==> config.mk <==
export PLATFORM = sky130hd
export DESIGN_NAME = spi_slave_reg_ctrl
export DESIGN_NICKNAME = d
export VERILOG_FILES = /design/src/rtl/spi_reg_ctrl_pkg.sv /design/src/rtl/spi_reg_ctrl_timeout.sv /design/src/rtl/spi_slave_reg_ctrl.sv
export SDC_FILE = /design/constraint.sdc
export NUM_CORES = 1
export LEC_CHECK = 0
export CORE_MARGIN = 2
export CORE_UTILIZATION = 50
export DETAILED_ROUTE_END_ITERATION = 10
export PLACE_DENSITY_LB_ADDON = 0.05
export SLEW_MARGIN = 10
export SYNTH_ARGS = -nofsm -noshare
export SYNTH_HDL_FRONTEND = slang
export SYNTH_HIERARCHICAL = 1
export SYNTH_SLANG_ARGS = --single-unit
==> constraint.sdc <==
create_clock -name clk -period 4.3 [get_ports clk]
set_clock_uncertainty 0.2 [all_clocks]
set_input_delay 0.43 -clock clk [delete_from_list [all_inputs] [get_ports clk]]
set_output_delay 0.43 -clock clk [all_outputs]
set_load 0.005 [all_outputs]
==> src/rtl/spi_reg_ctrl_pkg.sv <==
// Shared definitions for the SPI register-access controller: FSM states,
// command word bit positions and configuration word layout.
package spi_reg_ctrl_pkg;

    typedef enum logic [2:0] {
        S_CFG,
        S_IDLE,
        S_CMD,
        S_RDWAIT,
        S_DATA
    } state_t;

    // Command bit positions counted down from the word MSB (bit W-1 is rw)
    localparam int CMD_RW_BIT    = 1;
    localparam int CMD_BURST_BIT = 2;

    // cpol/cpha sit directly above the width field in config_data
    localparam int CFG_CPOL_OFS  = 1;
    localparam int CFG_CPHA_OFS  = 0;

endpackage

==> src/rtl/spi_reg_ctrl_timeout.sv <==
// Frame watchdog: counts enabled cycles since the last clear and flags the
// terminal count so the controller can abandon a stalled frame.
module spi_reg_ctrl_timeout
    import spi_reg_ctrl_pkg::*;
#(
    parameter int TIMEOUT_CYC = 1024
) (
    input  logic clk,
    input  logic rst_n,
    input  logic clr,
    input  logic en,
    output logic tc
);

    localparam int CNT_W = $clog2(TIMEOUT_CYC + 1);
    localparam logic [CNT_W-1:0] TC_VAL = CNT_W'(TIMEOUT_CYC - 1);

    logic [CNT_W-1:0] cnt;

    always_ff @(posedge clk or negedge rst_n) begin
        if (!rst_n) begin
            cnt <= '0;
        end else if (clr || !en) begin
            cnt <= '0;
        end else begin
            cnt <= cnt + 1'b1;
        end
    end

    assign tc = en && (cnt == TC_VAL);

endmodule

==> src/rtl/spi_slave_reg_ctrl.sv <==
// Turns SPI word frames into register-bank reads and writes.
// Optional build macro: SPI_REG_CTRL_BURST_EN (auto-incrementing burst frames).
module spi_slave_reg_ctrl
    import spi_reg_ctrl_pkg::*;
#(
    parameter int SPI_MAX_WIDTH_LOG = 4,
    parameter int REG_ADDR_W        = 4,
    parameter int TIMEOUT_CYC       = 1024,
    parameter bit DEFAULT_CPOL      = 1'b0,
    parameter bit DEFAULT_CPHA      = 1'b0
) (
    input  logic                           clk,
    input  logic                           rst_n,
    input  logic                           spi_start,
    input  logic                           spi_finish,
    input  logic [2**SPI_MAX_WIDTH_LOG-1:0] dout,
    output logic [2**SPI_MAX_WIDTH_LOG-1:0] din,
    output logic                           config_req,
    output logic [SPI_MAX_WIDTH_LOG+1:0]   config_data,
    input  logic                           cfg_update,
    input  logic                           cfg_cpol,
    input  logic                           cfg_cpha,
    output logic [REG_ADDR_W-1:0]          reg_addr,
    output logic                           reg_wr_en,
    output logic [2**SPI_MAX_WIDTH_LOG-1:0] reg_wdata,
    output logic                           reg_rd_en,
    input  logic [2**SPI_MAX_WIDTH_LOG-1:0] reg_rdata,
    output logic                           busy,
    output logic                           err,
    output logic                           err_sticky,
    input  logic                           err_clr
);

    localparam int W = 2**SPI_MAX_WIDTH_LOG;
    localparam logic [SPI_MAX_WIDTH_LOG+1:0] CFG_RST =
        {DEFAULT_CPOL, DEFAULT_CPHA, {SPI_MAX_WIDTH_LOG{1'b1}}};
`ifdef SPI_REG_CTRL_BURST_EN
    localparam bit BURST_EN = 1'b1;
`else
    localparam bit BURST_EN = 1'b0;
`endif

    state_t                state, state_nxt;
    logic [REG_ADDR_W-1:0] addr_q, addr_nxt;
    logic [W-1:0]          din_q;
    logic                  rw_q, burst_q, cfg_pending;
    logic                  to_clr, to_en, to_tc;
    logic                  abort, wr_go, rd_go, cmd_done;

    always_ff @(posedge clk or negedge rst_n) begin
        if (!rst_n) begin
            state <= S_CFG;
        end else begin
            state <= state_nxt;
        end
    end

    always_comb begin
        state_nxt = state;
        // burst writes advance the address once the strobe has gone out
        addr_nxt  = (reg_wr_en && burst_q) ? addr_q + 1'b1 : addr_q;
        rd_go     = 1'b0;
        wr_go     = 1'b0;
        abort     = 1'b0;
        cmd_done  = 1'b0;
        case (state)
            S_CFG: state_nxt = S_IDLE;
            S_IDLE: begin
                if (cfg_pending) begin
                    state_nxt = S_CFG;
                end else if (spi_start) begin
                    state_nxt = S_CMD;
                end
            end
            S_CMD: begin
                if (spi_finish) begin
                    cmd_done = 1'b1;
                    addr_nxt = dout[REG_ADDR_W-1:0];
                    if (dout[W-CMD_RW_BIT]) begin
                        state_nxt = S_DATA;
                    end else begin
                        rd_go     = 1'b1;
                        state_nxt = S_RDWAIT;
                    end
                end else if (to_tc) begin
                    abort     = 1'b1;
                    state_nxt = S_IDLE;
                end
            end
            S_RDWAIT: state_nxt = S_DATA;
            S_DATA: begin
                if (spi_finish) begin
                    wr_go = rw_q;
                    if (!burst_q) begin
                        state_nxt = S_IDLE;
                    end else if (!rw_q) begin
                        addr_nxt  = addr_q + 1'b1;
                        rd_go     = 1'b1;
                        state_nxt = S_RDWAIT;
                    end
                end else if (to_tc) begin
                    // a burst frame has no length, so its timeout is the normal end
                    abort     = !burst_q;
                    state_nxt = S_IDLE;
                end
            end
            default: state_nxt = S_CFG;
        endcase
    end

    assign to_en  = (state == S_CMD) || (state == S_RDWAIT) || (state == S_DATA);
    assign to_clr = spi_start || spi_finish ||
                    ((state_nxt != state) && ((state_nxt == S_CMD) || (state_nxt == S_DATA)));

    spi_reg_ctrl_timeout #(
        .TIMEOUT_CYC(TIMEOUT_CYC)
    ) u_timeout (
        .clk  (clk),
        .rst_n(rst_n),
        .clr  (to_clr),
        .en   (to_en),
        .tc   (to_tc)
    );

    always_ff @(posedge clk or negedge rst_n) begin
        if (!rst_n) begin
            addr_q      <= '0;
            din_q       <= '0;
            rw_q        <= 1'b0;
            burst_q     <= 1'b0;
            reg_wr_en   <= 1'b0;
            reg_wdata   <= '0;
            config_req  <= 1'b0;
            config_data <= CFG_RST;
            cfg_pending <= 1'b0;
            busy        <= 1'b0;
            err         <= 1'b0;
            err_sticky  <= 1'b0;
        end else begin
            addr_q     <= addr_nxt;
            reg_wr_en  <= wr_go;
            config_req <= (state == S_CFG);
            busy       <= (state_nxt != S_IDLE);
            err        <= abort;
            if (wr_go) begin
                reg_wdata <= dout;
            end
            if (abort) begin
                err_sticky <= 1'b1;
            end else if (err_clr) begin
                err_sticky <= 1'b0;
            end
            if (cmd_done) begin
                rw_q    <= dout[W-CMD_RW_BIT];
                burst_q <= BURST_EN && dout[W-CMD_BURST_BIT];
                if (dout[W-CMD_RW_BIT]) begin
                    din_q <= dout;
                end
            end
            if (state == S_RDWAIT) begin
                din_q <= reg_rdata;
            end
            if (cfg_update) begin
                config_data[SPI_MAX_WIDTH_LOG+CFG_CPOL_OFS] <= cfg_cpol;
                config_data[SPI_MAX_WIDTH_LOG+CFG_CPHA_OFS] <= cfg_cpha;
                cfg_pending <= 1'b1;
            end else if (state == S_CFG) begin
                cfg_pending <= 1'b0;
            end
        end
    end

    // the read address must be valid in the same cycle as the read strobe
    assign reg_addr  = rd_go ? addr_nxt : addr_q;
    assign reg_rd_en = rd_go;
    assign din       = (state == S_IDLE) ? {{(W-1){1'b0}}, err_sticky} : din_q;

endmodule

==> run_1/power_grid.png <==
The bar under the picture is 20 um long. Pins as bars on the die edge. Tap cells in grey.
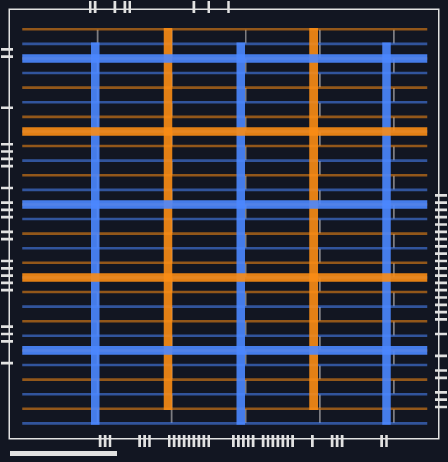
blue -> VSS
orange -> VDD
met4 straps = 5
rows = 27
met1 rails = 28
tap cells = 72
met5 straps = 5

==> run_1/placement_by_type.png <==
The bar under the picture is 20 um long.
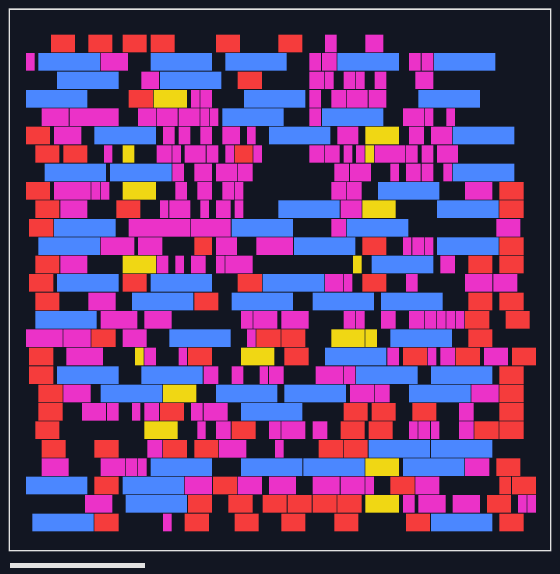
yellow -> clock drivers and dummy loads  # cells 16, share of their area 4.6%
red -> remaining buffers and delay cells  # cells 86, share of their area 23%
blue -> sequential cells  # cells 59, share of their area 39%
magenta -> combinational and other logic  # cells 179, share of their area 34%
Layout Utilization: 69.8%
Finished Cell Area: 3860 um^2
Seq/total area: 38.2%

==> Slide: Implementation Results, run 1 <==
Flow Results at a Glance

Final layout
  • Fill cells: 441
  • Final Net Count: 376
  • Logic area: 1250 um^2

Placement
  • Port Buf Inserts: 83
  • DP Worst Slack: 0.923 ns

Final timing
  • TNS Setup: 0 ns
  • Final Worst Setup Slack: 0.902 ns

Critical path
  • Cell breakdown of the critical path: clkdlybuf4s50_1 > nor4bb_4 > nor2b_4 > mux2_4 > clkdlybuf4s50_1
  • CP max stage delay: 0.68 ns
  • Nature of the critical path endpoint: output port
  • Worst R2R Start: state[0]
  • Crit path from: spi_finish
  • Setup crit end: reg_addr[3]
  • Worst reg2reg endpoint: busy
  • CP max FO: 10
  • Worst Path Required: 3.67 ns

Synthesis
  • Area share, top type: 51.5%
  • Commonest flop: dfrtp_1

Run status
  • Outcome: completed

Power and ir drop
  • Cell Pwr Density: 560 nW/um^2

Global route
  • First-pass GRT wire length: 10100 um
  • Vias in the first global route: 2050
==> run_1/clk_routes.png <==
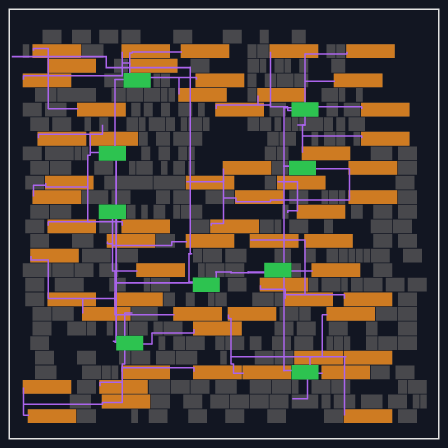
orange -> flip-flops  # count 59
purple -> clock wires  # length 790 um
green -> clock drivers  # count 9
flops lie = all over the die
routed clock nets = 10

==> run_1/wires.png <==
The bar under the picture is 20 um long. Two of the layers only.
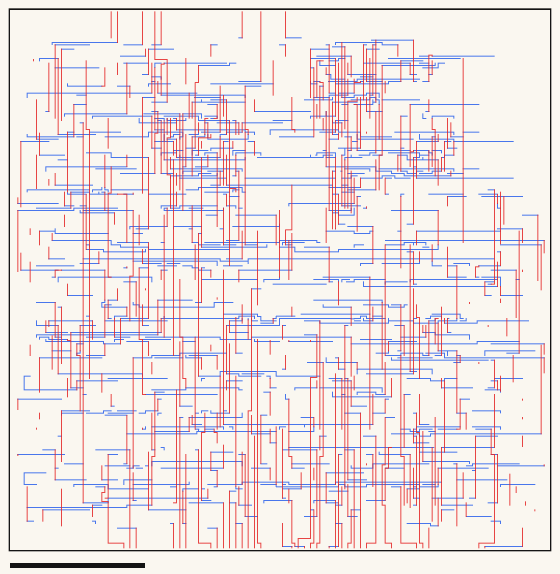
red -> metal 2  # wire length 2810 um
blue -> metal 1  # wire length 2830 um
Total Wirelength: 6080 um
routed len/inst: 14.8 um
GRT Overall Usage: 21.1%

==> run 1: per-layer routing <==
| layer | GRT usage [%] | vias to the layer above |
|---|---|---|
| li1 | - | 1034 |
| met1 | 27.9 | 997 |
| met2 | 32.9 | 60 |
| met3 | 4.86 | 10 |
| met4 | 10.5 | 0 |
| met5 | 0 | - |
==> run 1: placed cells by master (no fill, tap or decap), types with 3 or more instances in the layout <==
master / Yosys / routed
nand2b_1: 4 / 4
o21ai_0: 13 / 13
mux2_2: 14 / 14
nor3_1: 3 / 3
mux2i_1: 15 / 15
conb_1: 1 / 4
nor2_1: 17 / 17
o21ai_1: 4 / 3
o31ai_1: 3 / 3
nor2b_1: 16 / 16
clkbuf_1: 1 / 3
nand2_1: 19 / 19
clkdlybuf4s50_1: 0 / 82
a21oi_1: 12 / 12
dfrtp_1: 59 / 59
inv_1: 6 / 6
nand3_1: 4 / 4
mux2_4: 4 / 4
mux2_1: 9 / 9
clkbuf_8: 0 / 11
==> run 1: report_power, final <==
part           switching [W]  internal, W
registers           0.000112     0.000728
logic               0.000341     0.000535
clock network       0.000210     0.000240
total               0.000663      0.00150
==> run 1: worst reg2reg max path: stages, from the launching register on <==
cell and delay [ns]:
dfrtp_1 0.54, nor2_1 0.19, nand2_2 0.13, nand2b_1 0.18
nand2b_1 0.07, nor4_1 0.61, nor3_1 0.10, o21ai_0 0.23
o221ai_1 0.17
==> run 1: Yosys cell counts (3+ instances only) <==
cell type / number
nor3_1: 3
inv_1: 6
buf_6: 5
buf_4: 7
a21oi_1: 12
o21ai_0: 13
buf_2: 4
o21ai_1: 4
nor2b_1: 16
o31ai_1: 3
nand2_1: 19
mux2i_1: 15
mux2_2: 14
nor2_1: 17
mux2_1: 9
nand2b_1: 4
dfrtp_1: 59
mux2_4: 4
nand3_1: 4
==> run 1: final cells by class <==
type / count / share of cell area, %
clock buffer: 14 / 4.21
tap: 72 / 2.33
clock inverter: 2 / 0.259
sequential: 59 / 38.2
inverter: 6 / 0.583
multi-input combinational: 173 / 32.4
timing repair buffer: 86 / 22.0
==> run 1: state kept, by name (all words and copies together) (netlist names) <==
name / count
busy: 1
state: 3
reg_wdata: 16
err: 1
addr_q: 4
config_req: 1
cfg_pending: 1
err_sticky: 1
rw_q: 1
din_q: 16
reg_wr_en: 1
config_data: 2
u_timeout/cnt: 11
==> run 1: how the worst min path moves through the flow <==
stage / slack, ns / cells past startpoint / start / endpoint
3_3_place_gp: 0.25 / 2 / din_q[3] / din_q[3]
3_5_place_dp: 0.26 / 2 / din_q[1] / din_q[1]
5_1_grt: 0.29 / 1 / reg_wdata[11] / reg_wdata[11]
6_report: 0.27 / 2 / din_q[2] / din_q[2]
4_1_cts: 0.28 / 2 / din_q[1] / din_q[1]
2_1_floorplan: -0.07 / 0 / rst_n / addr_q[0]
==> run 1: cells by family (layout without fill, tap and decap cells) <==
group,Yosys count,in the layout,share of synthesized area (%)
and+or+nand+nor,83,83,17.1
buffers and inverters,23,108,5.41
other,1,4,0.131
xor gates and xnor gates,3,3,0.916
AOI/OAI and AO/OA,40,40,8.16
adders and majority gates,1,1,0.436
DFF,59,59,51.5
muxes,42,42,16.4
==> run 1 -> run 2 <==
CORE_UTILIZATION = 47   (was 50)
clock period = 3.4 ns   (was 4.3 ns; I/O delays follow)
==> run_2/clk_routes.png <==
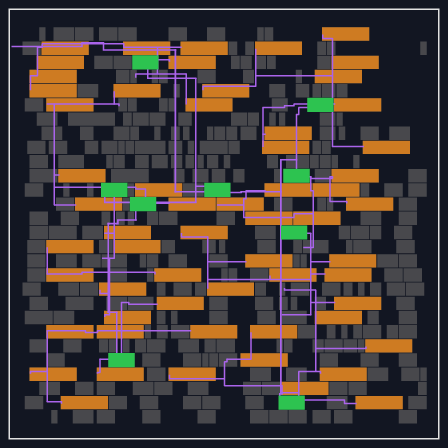
Clock power frac: 21.8%
Clock Power: 0.000612 W
clk_lat worst skew: 0.33 ns

==> run 2 against run 1 <==
Compared with the run above:
- total power up 29%
- non-clock buffer count grew 4
- worst hold slack better by 0.0034 ns
- combinational power up 28%
- via count is 0.57% higher
- clock power grew 36%
- cell count grew 1.7%
- sequential share of layout area fell by 0.51 points
==> Slide: Implementation Results, run 2 <==
Flow Results at a Glance

Critical path
  • Setup crit end: reg_addr[0]
  • Crit path from: state[1]
  • Worst R2R Start: state[0]
  • Worst reg2reg endpoint: busy
  • CP max FO: 11 (+1)
  • Nature of the critical path endpoint: output port

Global route
  • Vias in the first global route: 1956 (-4.6%)
  • First-pass GRT wire length: 9690 um (-3.9%)
  • GRT Overall Usage: 19.8% (-1.4 points)

Final timing
  • TNS Setup: 0 ns (unchanged)

Run status
  • Outcome: completed

Power and ir drop
  • Sw Ratio: 30.2% (-0.47 points)
  • Sw Pwr: 0.000844 W (+27%)
  • Combinational power share: 40.1% (-0.4 points)
  • Int Pwr: 0.00196 W (+30%)

Synthesis
  • Commonest flop: dfrtp_1
  • Synth cell count leaders: dfrtp_1 (59), nand2_1 (19), nor2_1 (17), nor2b_1 (16), mux2i_1 (15)

Placement
  • Port Buf Inserts: 83 (unchanged)

Final layout
  • Finished Cell Area: 3920 um^2 (+1.4%)
  • Top cells excl fill/tap: clkdlybuf4s50_1 (82), dfrtp_1 (59), nand2_1 (19)
  • Final Net Count: 380 (+1.1%)
  • Commonest Layout Cell: clkdlybuf4s50_1
  • Logic area: 1250 um^2 (unchanged)

Drt
  • Routed len/inst: 14.6 um (-1.0%)
  • Total Wirelength: 6120 um (+0.67%)
==> run_2/placement.png <==
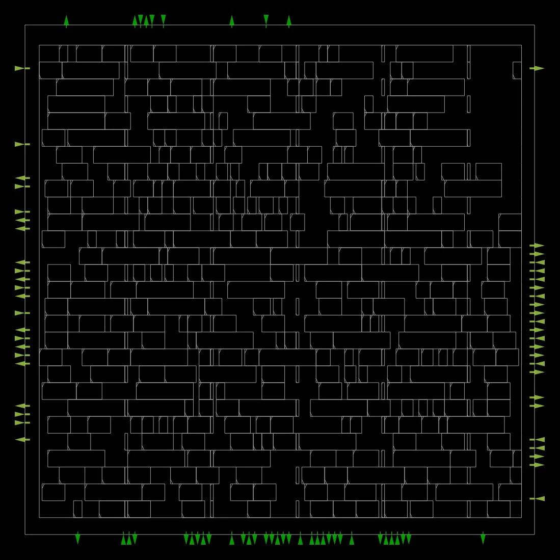
area of the core: 5920 um^2
Seq Cell Count: 59
Fill cells: 499
Layout Utilization: 66.2%
Seq/total area: 37.7%

==> run 2: cell counts after synthesis <==
No cell type changed its count.
==> run 2: logic make-up (layout without fill, tap and decap cells) <==
| family | count (synthesis) | after routing | share of synthesized area, % |
|---|---|---|---|
| other | 1 | 4 | 0.131 |
| AND-OR/OR-AND | 40 | 40 | 8.16 |
| buffers and inverters | 23 | 112 | 5.41 |
| adder cells (fa/ha/maj) | 1 | 1 | 0.436 |
| flip-flops | 59 | 59 | 51.5 |
| multiplexers | 42 | 42 | 16.4 |
| XOR/XNOR | 3 | 3 | 0.916 |
| AND/OR/NAND/NOR | 83 | 83 | 17.1 |
==> run 2: power by group through the flow <==
stage / registers, W / clock network (W) / logic, W
5_1_grt: 0.00110 / 0.000654 / 0.00124
3_5_place_dp: 0.00108 / 0 / 0.00114
2_1_floorplan: 0.00103 / 0 / 0.000605
6_report: 0.00107 / 0.000612 / 0.00112
4_1_cts: 0.00107 / 0.000629 / 0.00114
3_3_place_gp: 0.00107 / 0 / 0.00112
==> run 2: cell type report <==
| class | count | share of cell area [%] |
|---|---|---|
| well taps | 75 | 2.40 |
| flip-flops and latches | 59 | 37.7 |
| clock inverters | 1 | 0.128 |
| repair buffers | 90 | 22.5 |
| inverters | 6 | 0.575 |
| multi-input cells | 173 | 32.0 |
| clock buffers | 15 | 4.76 |
==> run 2: worst min-delay path by stage <==
stage	startpoint	to	cells past startpoint
finish	din_q[6]	din_q[6]	2
global route	reg_wdata[15]	reg_wdata[15]	1
CTS	din_q[4]	din_q[4]	2
detailed placement	rst_n	reg_wr_en	1
global placement	rst_n	reg_wr_en	1
floorplan	rst_n	addr_q[0]	0
==> run 2: critical path, stage by stage (launching register included) <==
cell and delay, ns:
dfrtp_1 0.56, nor4bb_4 0.37, nor2b_4 0.31, mux2_4 0.33, clkdlybuf4s50_1 0.44
==> run 2: metal layers <==
metal / track usage (%) / routed length [um]
met2: 29.9 / 2850
met5: 0 / 0
met4: 8.50 / 89
met3: 6.41 / 349
met1: 26.1 / 2840
==> run 2: what timing repair did <==
action / 4_1_cts / 5_1_grt
hold endpoints to repair: 30 / 0
resized: 0 / 0
endpoints found under the setup margin: 0 / 0
hold buffers: 1 / 0
==> run 2: metrics by stage <==
| stage | instances | hold slack, ns | worst slack (ns) |
|---|---|---|---|
| 3_5_place_dp | 402 | 0.219 | 0.728 |
| 3_3_place_gp | 402 | 0.218 | 0.762 |
| 4_1_cts | 419 | 0.278 | 0.482 |
| 5_1_grt | 419 | 0.298 | 0.347 |
| 6_report | 419 | 0.274 | 0.516 |
| 2_1_floorplan | 255 | -0.156 | 1.41 |
Power and IR drop assume default switching activity.
